File: src/rtl/serial_adder.sv
// ---------------------------------------------------------------------------
// serial_adder
//
// Bit-serial adder: adds two WIDTH-bit operands one bit per clock using a
// single full-adder slice (two half-adder cells plus an OR of their carries)
// and a 1-bit carry flip-flop.  One addition takes WIDTH shift cycles plus a
// one-cycle DONE state, so a new operation can begin every WIDTH+2 cycles.
//
// Ports
//   clk    : single clock, all state changes on the rising edge
//   rst    : synchronous, active-high reset
//   start  : request to begin an addition (honoured only in IDLE)
//   a, b   : operands, captured on the edge that accepts start
//   busy   : high while bits are being processed (SHIFT state)
//   done   : one-cycle pulse marking sum/carry as the new result
//   sum    : a+b modulo 2^WIDTH, held until the next result is ready
//   carry  : carry-out of bit WIDTH-1, held alongside sum
// ---------------------------------------------------------------------------
module serial_adder #(
    parameter int WIDTH = 8
) (
    input  logic             clk,
    input  logic             rst,
    input  logic             start,
    input  logic [WIDTH-1:0] a,
    input  logic [WIDTH-1:0] b,
    output logic             busy,
    output logic             done,
    output logic [WIDTH-1:0] sum,
    output logic             carry
);

    // The counter must be able to hold WIDTH itself so that it never wraps
    // on the final increment of an operation.
    localparam int CW = $clog2(WIDTH + 1);
    localparam logic [CW-1:0] LAST_BIT = CW'(WIDTH - 1);

    typedef enum logic [1:0] {
        IDLE,
        SHIFT,
        DONE
    } state_t;

    state_t           state;
    logic [WIDTH-1:0] op_a;
    logic [WIDTH-1:0] op_b;
    logic [WIDTH-1:0] acc;
    logic             carry_ff;
    logic [CW-1:0]    bit_cnt;

    logic ha1_sum;
    logic ha1_carry;
    logic ha2_sum;
    logic ha2_carry;
    logic slice_carry;

    // Full-adder slice: first half adder combines the operand LSBs, the
    // second folds in the stored carry; either half adder can produce the
    // carry-out, never both.
    assign ha1_sum     = op_a[0] ^ op_b[0];
    assign ha1_carry   = op_a[0] & op_b[0];
    assign ha2_sum     = ha1_sum ^ carry_ff;
    assign ha2_carry   = ha1_sum & carry_ff;
    assign slice_carry = ha1_carry | ha2_carry;

    // Controller and datapath in one block.  The accumulator fills from the
    // MSB end, so after WIDTH shifts bit 0 of the sum sits at acc[0].  The
    // visible sum/carry are loaded only on the edge that finishes the last
    // bit, which keeps partial shift contents off the outputs and lets the
    // previous result stay visible throughout SHIFT and IDLE.
    always_ff @(posedge clk) begin
        if (rst) begin
            state    <= IDLE;
            op_a     <= '0;
            op_b     <= '0;
            acc      <= '0;
            carry_ff <= 1'b0;
            bit_cnt  <= '0;
            busy     <= 1'b0;
            done     <= 1'b0;
            sum      <= '0;
            carry    <= 1'b0;
        end else begin
            case (state)
                IDLE: begin
                    done <= 1'b0;
                    if (start) begin
                        op_a     <= a;
                        op_b     <= b;
                        acc      <= '0;
                        carry_ff <= 1'b0;
                        bit_cnt  <= '0;
                        busy     <= 1'b1;
                        state    <= SHIFT;
                    end
                end

                SHIFT: begin
                    acc      <= {ha2_sum, acc[WIDTH-1:1]};
                    op_a     <= {1'b0, op_a[WIDTH-1:1]};
                    op_b     <= {1'b0, op_b[WIDTH-1:1]};
                    carry_ff <= slice_carry;
                    bit_cnt  <= bit_cnt + CW'(1);
                    if (bit_cnt == LAST_BIT) begin
                        sum   <= {ha2_sum, acc[WIDTH-1:1]};
                        carry <= slice_carry;
                        busy  <= 1'b0;
                        done  <= 1'b1;
                        state <= DONE;
                    end
                end

                DONE: begin
                    done  <= 1'b0;
                    state <= IDLE;
                end

                default: begin
                    busy  <= 1'b0;
                    done  <= 1'b0;
                    state <= IDLE;
                end
            endcase
        end
    end

endmodule

File: config.mk
export PLATFORM = sky130hd
export DESIGN_NAME = serial_adder
export DESIGN_NICKNAME = d
export VERILOG_FILES = /design/src/rtl/serial_adder.sv
export SDC_FILE = /design/constraint.sdc
export NUM_CORES = 1
export LEC_CHECK = 0
export CAP_MARGIN = 20
export CORE_UTILIZATION = 50
export DETAILED_ROUTE_END_ITERATION = 12
export MAX_ROUTING_LAYER = met4
export PLACE_DENSITY = 0.76
export SETUP_SLACK_MARGIN = 0.15
export SYNTH_ARGS = -nofsm -noshare
export SYNTH_HDL_FRONTEND = slang
export SYNTH_SLANG_ARGS = --single-unit
File: constraint.sdc
create_clock -name clk -period 1.77 [get_ports clk]
set_input_delay 0.4425 -clock clk [delete_from_list [all_inputs] [get_ports clk]]
set_output_delay 0.4425 -clock clk [all_outputs]
set_load 0.005 [all_outputs]
==> reports/metrics.yaml, run 1 <==
yosys:
  flop_cell: "dfxtp_1"
  ys_seq_share_pct: 45.49
  synthTopCellsByArea: "dfxtp_1 45%, nor2_1 7.9%, a211oi_2 6.9%"
  numSynthFlops: 41
  yosysMostFrequentCell: "dfxtp_1"
  fp_nets: 210
  netlist_top_cells_count: "41 x dfxtp_1, 38 x nor2_1, 11 x a22oi_1, 11 x nand3_1"
  syn_avg_cell_area_um2: 9.546
  edf_count: 0
  synth_async_sr_flop_share_pct: 0
  syn_inst: 189
  ys_cells: 189
  yosys-stat-area_um2: 1804
  synth_area_um2: 1804
  synth_cell_type_count: 33
  top_cell_area_share_pct: 45.49
  synth_top_cell_by_area: "dfxtp_1"
  yosys_warnings: 0
sta:
  whs_ns: 0.4652
  worstMarginPinSlew_ns: 0.5872
  rsz0062_at_grt: "false"
  finalHoldViolCount: 0
  drv_slew: 0
  setup_tns_ns: 0
  finalWorstSetupSlack_ns: 0.3671
  setup_viol: 0
  fmax_mhz: 712.8
  period_minus_slack_ns: 1.403
  max-slew-margin-rel_pct: 60.81
  skew_ns: 0.01697
  post-route-period-util_pct: 79.26
setup_path:
  endpoint: "sum[1]"
  crit_chain: "ha_1 > and3b_1 > buf_4 > a21bo_2 > a21oi_1"
  critPathLaunch: "bit_cnt[0]"
  regToRegSetupSlack_ns: 0.37
  critPathTopFamily: "AND-OR/OR-AND gates"
  critical_path_class: "reg -> reg"
  crit_required_ns: 2.04
  ff2ff_path_depth: 5
  crit_cells: 5
  cp_max_fo: 22
  slowest_delay_ns: 0.37
  cpMaxStageDelayCell: "dfxtp_1"
  reg2reg_from: "bit_cnt[0]"
  critPathLaunchType: "flip-flop"
  timing.rr.end: "sum[1]"
  cp_data_arrival_time_ns: 1.68
  endpoint_kind: "flip-flop"
  critPathBufInv: 1
clocking:
  clkLatencyLatePin_ns: 0.35
  ctsHoldBuffers: 0
  post-cts-setup-buffers: 0
  cts_sinks: 41
  clk_pin_slew_ns: 0.11
  cts_root_buf: "clkbuf_4"
  cts_max_level: 2
  cts_tree: "built"
  clock_path_buffers: 2
  cts_made_buffers: 5
  cts_resized: 21
place:
  hpwl_mm: 2.430
  dp_slack_ns: 0.03483
  io_buffers: 29
  routabilityCongestion: 0.8205
  dpl_cell_area_um2: 2123
power_and_ir_drop:
  swShare_pct: 23.78
  p_int_uw: 1417
  cellPowerDensity_nw_per_um2: 838.8
  power_leakage_uw: 0.0008595
  p_clk_share_pct: 33.9
  p_total_uw: 1859
  seqPwrFrac_pct: 53.2
  p_comb_share_pct: 12.9
  p_switching_uw: 442.0
  peakVddDrop_v: 0.0005864
grt:
  grt_pass1_vias: 1322
  antenna_found_initial: 0
  grt_max_degree: 42
  grt.overflow.total: 0
  grt_pass1_wl_mm: 5.727
floorplanning:
  die_h_um: 62.07
  ios: 30
  core-area_um2: 3390
  die_x_um: 62.07
  initial_core_util_pct: 53.23
  die-area_um2: 3853
  tap_cells: 46
  rows: 21
final_layout:
  comb_share_pct: 39.02
  logic_gates: 129
  nFillCells: 266
  top_area_cell_class: "logic gates"
  flops: 41
  stdcell_area_um2: 2216
  nets: 235
  final-nonclk-buf-share_pct: 16.37
  antenna_cells: 0
  final_layout_size_suffix_gt1_share_pct: 21.40
  final-comb-area_um2: 864.6
  syn_to_final_growth_pct: 22.82
  n_clock_buffer: 6
  num-nonclk-buffers: 35
  inv_count: 2
  clk_share_pct: 4.009
worst_hold_path:
  hold-path-endpoint: "sum[0]"
  hold_class: "reg -> reg"
  hold_path_depth: 2
  min_from: "acc[1]"
routing:
  drtAntennaViolNets: 0
  wl_met3_um: 119
  drt_first_pass_iters: 4
  maxUsedRoutingLayer: "met4"
  wl_met1_mm: 1.703
  vias_per_cell: 5.586
  routed-wl-met2_mm: 1.787
  drc: 0
  drtIter0Drc: 88
status:
  outcome: "completed"
run:
  drv_cap: 0
  warnings: 27
==> run 1: stage by stage <==
step | instances | util, %
6_report | 261 | 65.37
5_1_grt | 261 | 65.37
4_1_cts | 261 | 65.30
3_5_place_dp | 253 | 62.64
3_3_place_gp | 253 | 62.64
2_1_floorplan | 189 | -
==> run 1: layer usage <==
metal,GRT usage [%],vias to the layer above
li1,-,731
met1,24.87,699
met2,35.11,22
met3,6.211,6
met4,6.984,0
met5,-,-
==> run 1: state kept, by name, indices dropped and copies added, names as in the netlist <==
signal    flops
op_a          8
bit_cnt       4
carry         1
sum           8
done          1
carry_ff      1
busy          1
op_b          8
state         2
acc           7
==> run 1: worst register-to-register path, stage by stage (launching register included) <==
cell,delay [ns]
dfxtp_1,0.37
ha_1,0.24
and3b_1,0.16
buf_4,0.20
a21bo_2,0.23
a21oi_1,0.15
==> run 1: power by group through the flow <==
stage / combinational, uW / clock, uW / sequential [uW]
final: 239 / 630 / 989
after global routing: 261 / 685 / 996
after CTS: 239 / 643 / 989
after detailed placement: 237 / 0 / 1010
after global placement: 230 / 0 / 1010
after floorplan: 162 / 0 / 1000
==> run 1: cell usage in the layout (no fill, tap or decap), drive strengths merged, types with 2 or more instances in the layout <==
master	instances
dfxtp	41
nor2	38
clkdlybuf4s50	18
a211oi	16
nand3	11
a22oi	11
a21oi	10
dlygate4sd2	10
o2bb2ai	9
a21bo	9
clkbuf	6
buf	6
nand2	5
o22ai	5
nand2b	2
inv	2
nor3	2
==> run 1: cells by family (layout without fill, tap and decap cells) <==
family | count (synthesis) | count (layout) | synth area share (%)
AOI/OAI and AO/OA | 65 | 65 | 30.72
adders and majority gates | 2 | 2 | 1.803
buffers and inverters | 19 | 45 | 6.587
DFF | 41 | 41 | 45.49
and+or+nand+nor | 62 | 62 | 15.40
### Routing congestion, run 1

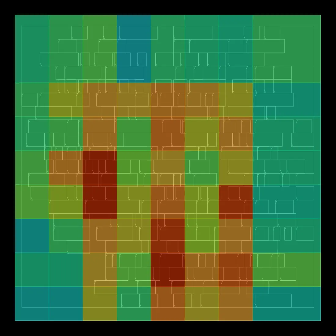
Tot GR Track Use: 21.33%
GRT busiest layer: met2

### Routed metal, one color a layer, run 1

(4 px per um)
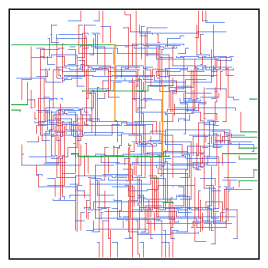
legend:
  green:
    layer: met3
    wire_length: 119 um
  orange:
    layer: met4
    wire_length: 59.8 um
  blue:
    layer: met1
    wire_length: 1700 um
  red:
    layer: met2
    wire_length: 1790 um
Wirelength per Cell: 14.06 um
Vias: 1458
drt total wl: 3.670 mm

### Where the registers sit, run 1

(4 px per um) Other sequential cells in the stronger gray, the rest of the logic in the fainter gray.
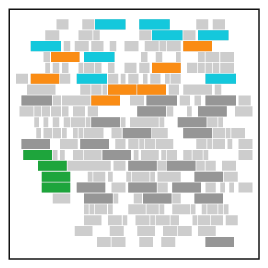
legend:
  cyan:
    signal: `sum`
    flops: 8
  orange:
    signal: `acc`
    flops: 7
  green:
    signal: `bit_cnt`
    flops: 4
not colored: 22
register area: 834.6 um^2
Seq. pwr: 989 uW
sequential share of cell area: 37.66%
fin util: 65.37%

==> inputs of run 2 (changes only) <==
==> constraint.sdc (replaced) <==
create_clock -name clk -period 1.35 [get_ports clk]
set_input_delay 0.3375 -clock clk [delete_from_list [all_inputs] [get_ports clk]]
set_output_delay 0.3375 -clock clk [all_outputs]
set_load 0.005 [all_outputs]
### Clock network drawn from the DEF, run 2

(6 px per um)
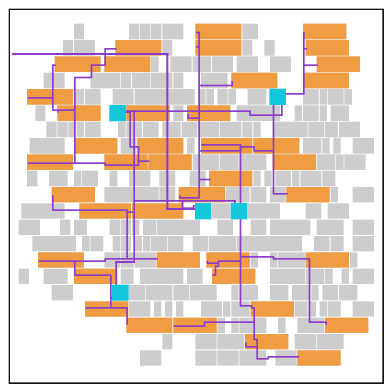
legend:
  purple:
    item: clock wires
    length: 486 um
  orange:
    item: flip-flops
    count: 41
  cyan:
    item: cells driving clock nets
    count: 5
flops lie: all over the die
P_clk: 859 uW
clk_skew: 0.01390 ns

==> run 2 against run 1 <==
- hold slack better by 0.016 ns
- utilization is 6.9 points higher
- non-clock buffer count is 15 higher
- global-route usage is 0.60 points higher
- die area stayed put
- cell count is 6.1% higher
- combinational power is 52% higher
- count of clock-buffer cells in the layout stayed put
- clock skew is 0.0031 ns lower
- register-to-register slack worse by 0.35 ns
- critical path type unchanged
- maximum frequency is 5.4% higher
- first-iteration DRC count is 5.7% lower
==> reports/metrics.yaml, run 2 <==
status:
  outcome: "completed"
worst_hold_path:
  min_from: "acc[6]"
  hold_class: "reg -> reg"
  hold-path-endpoint: "sum[5]"
  hold_path_depth: 2
floorplanning:
  core-area_um2: 3390
  initial_core_util_pct: 53.23
  die-area_um2: 3853
  die_h_um: 62.07
  ios: 30
  rows: 21
  die_x_um: 62.07
setup_path:
  slowest_delay_ns: 0.37
  ff2ff_path_depth: 5
  critPathLaunch: "bit_cnt[1]"
  cp_max_fo: 11
  critPathLaunchType: "flip-flop"
  critPathBufInv: 1
  crit_cells: 5
  crit_chain: "ha_4 > and3b_2 > buf_12 > a21bo_2 > a21oi_2"
  regToRegSetupSlack_ns: 0.02
  endpoint_kind: "flip-flop"
  crit_required_ns: 1.65
  cp_data_arrival_time_ns: 1.63
  critPathTopFamily: "flip-flops"
  critical_path_class: "reg -> reg"
  timing.rr.end: "sum[6]"
  endpoint: "sum[6]"
  reg2reg_from: "bit_cnt[1]"
  cpMaxStageDelayCell: "dfxtp_4"
power_and_ir_drop:
  p_total_uw: 2520
  cellPowerDensity_nw_per_um2: 1029
  power_leakage_uw: 0.0009193
  seqPwrFrac_pct: 51.5
  p_int_uw: 1883
  p_switching_uw: 636.6
  p_comb_share_pct: 14.4
  p_clk_share_pct: 34.1
  swShare_pct: 25.26
  peakVddDrop_v: 0.0004767
routing:
  drtIter0Drc: 83
  drt-total-wl_mm: 4.297
  via_count: 1579
  wl_met1_mm: 1.777
  routed-wl-met2_mm: 2.292
  detail_route.wl_per_cell_um: 15.51
  maxUsedRoutingLayer: "met4"
  drtAntennaViolNets: 0
  drc: 0
  drt_first_pass_iters: 4
  wl_met3_um: 162
  vias_per_cell: 5.700
clocking:
  cts_root_buf: "clkbuf_4"
  cts_made_buffers: 5
  clk_pin_slew_ns: 0.13
  clkLatencyLatePin_ns: 0.36
  cts_tree: "built"
  clock_path_buffers: 2
  cts_max_level: 2
  cts_sinks: 41
final_layout:
  nets: 251
  syn_to_final_growth_pct: 35.71
  final_layout_size_suffix_gt1_share_pct: 41.56
  stdcell_area_um2: 2449
  final_cell_mix: "37 x nor2_1, 24 x dfxtp_1, 17 x clkdlybuf4s50_1"
  nFillCells: 236
  stdcell_count: 277
  antenna_cells: 0
  layout_top_cell: "nor2_1"
  reg_top3: "op_a (8), op_b (8), sum (8)"
yosys:
  synth_top_cell_by_area: "dfxtp_1"
  fp_nets: 210
  synth_cell_type_count: 33
  synth_area_um2: 1804
  ys_cells: 189
  edf_count: 0
  numSynthFlops: 41
  yosys_warnings: 0
  yosys-stat-area_um2: 1804
  flop_cell: "dfxtp_1"
  syn_avg_cell_area_um2: 9.546
  syn_inst: 189
  netlist_top_cells_count: "41 x dfxtp_1, 38 x nor2_1, 11 x a22oi_1, 11 x nand3_1"
  synth_async_sr_flop_share_pct: 0
  synthTopCellsByArea: "dfxtp_1 45%, nor2_1 7.9%, a211oi_2 6.9%"
  yosysMostFrequentCell: "dfxtp_1"
  ys_seq_share_pct: 45.49
  top_cell_area_share_pct: 45.49
run:
  drv_cap: 0
  warnings: 28
place:
  dp_slack_ns: -0.2445
  io_buffers: 29
  place_inst: 262
  hpwl_mm: 2.566
  routabilityCongestion: 0.7789
  dpl_cell_area_um2: 2207
sta:
  finalWorstSetupSlack_ns: 0.01901
  post-route-period-util_pct: 98.59
  setup_tns_ns: 0
  fmax_mhz: 751.3
  worstMarginPinSlew_ns: 0.3510
  setup_viol: 0
  max-slew-margin-rel_pct: 76.60
  drv_slew: 0
  finalHoldViolCount: 0
  period_minus_slack_ns: 1.331
  rsz0062_at_grt: "true"
grt:
  gr-usage-all-layers_pct: 21.92
  grt.overflow.total: 0
  grt_max_degree: 23
  grt_pass1_wl_mm: 5.802
  antenna_found_initial: 0
  grt_pass1_vias: 1377
==> run 2: cell counts after synthesis <==
No cell type changed its count.
==> run 2: power groups by stage <==
stage / logic, uW / clock network (uW) / registers, uW
after detailed placement: 326 / 0 / 1320
after CTS: 336 / 868 / 1300
final: 364 / 859 / 1300
after global routing: 390 / 910 / 1300
after global placement: 317 / 0 / 1320
after floorplan: 214 / 0 / 1320
==> run 2: worst register-to-register path: stages (launching register included) <==
cell and delay (ns):
dfxtp_4 0.37, ha_4 0.16, and3b_2 0.24, buf_12 0.15, a21bo_2 0.22, a21oi_2 0.14
==> run 2: area by class of cell <==
cell class / instances / area, um^2 / share of cell area [%]
Multi-Input combinational cell: 130 / 973.4 / 39.75
Sequential cell: 41 / 849.6 / 34.70
Timing Repair Buffer: 50 / 471.7 / 19.26
Tap cell: 46 / 57.56 / 2.351
Clock buffer: 6 / 51.30 / 2.095
Clock inverter: 2 / 37.54 / 1.533
Inverter: 2 / 7.507 / 0.3066
==> run 2: cell families after synthesis <==
logic type / share of synthesized area, %
buf+inv: 6.587
compound gates: 30.72
flops: 45.49
simple gates: 15.40
fa+ha+maj: 1.803
==> run 2: metal layers <==
metal | GRT usage [%] | vias to the layer above
li1 | - | 768
met1 | 23.62 | 765
met2 | 37.54 | 39
met3 | 6.832 | 7
met4 | 8.254 | 0
met5 | - | -
==> run 2: metrics by stage <==
step                hold slack [ns]  util, %
floorplan                    0.4476        -
global placement             0.4622    65.12
detailed placement           0.4627    65.12
CTS                          0.4651    68.96
finish                       0.4814    72.24
global route                 0.4969    72.24
==> run 2: timing repair <==
item	in CTS	in global routing
hold buffers	0	0
setup buffers	2	2
setup endpoints to repair	46	34
pin swaps	1	5
gates resized	61	25
cloned	2	1
Power and IR drop assume default switching activity.
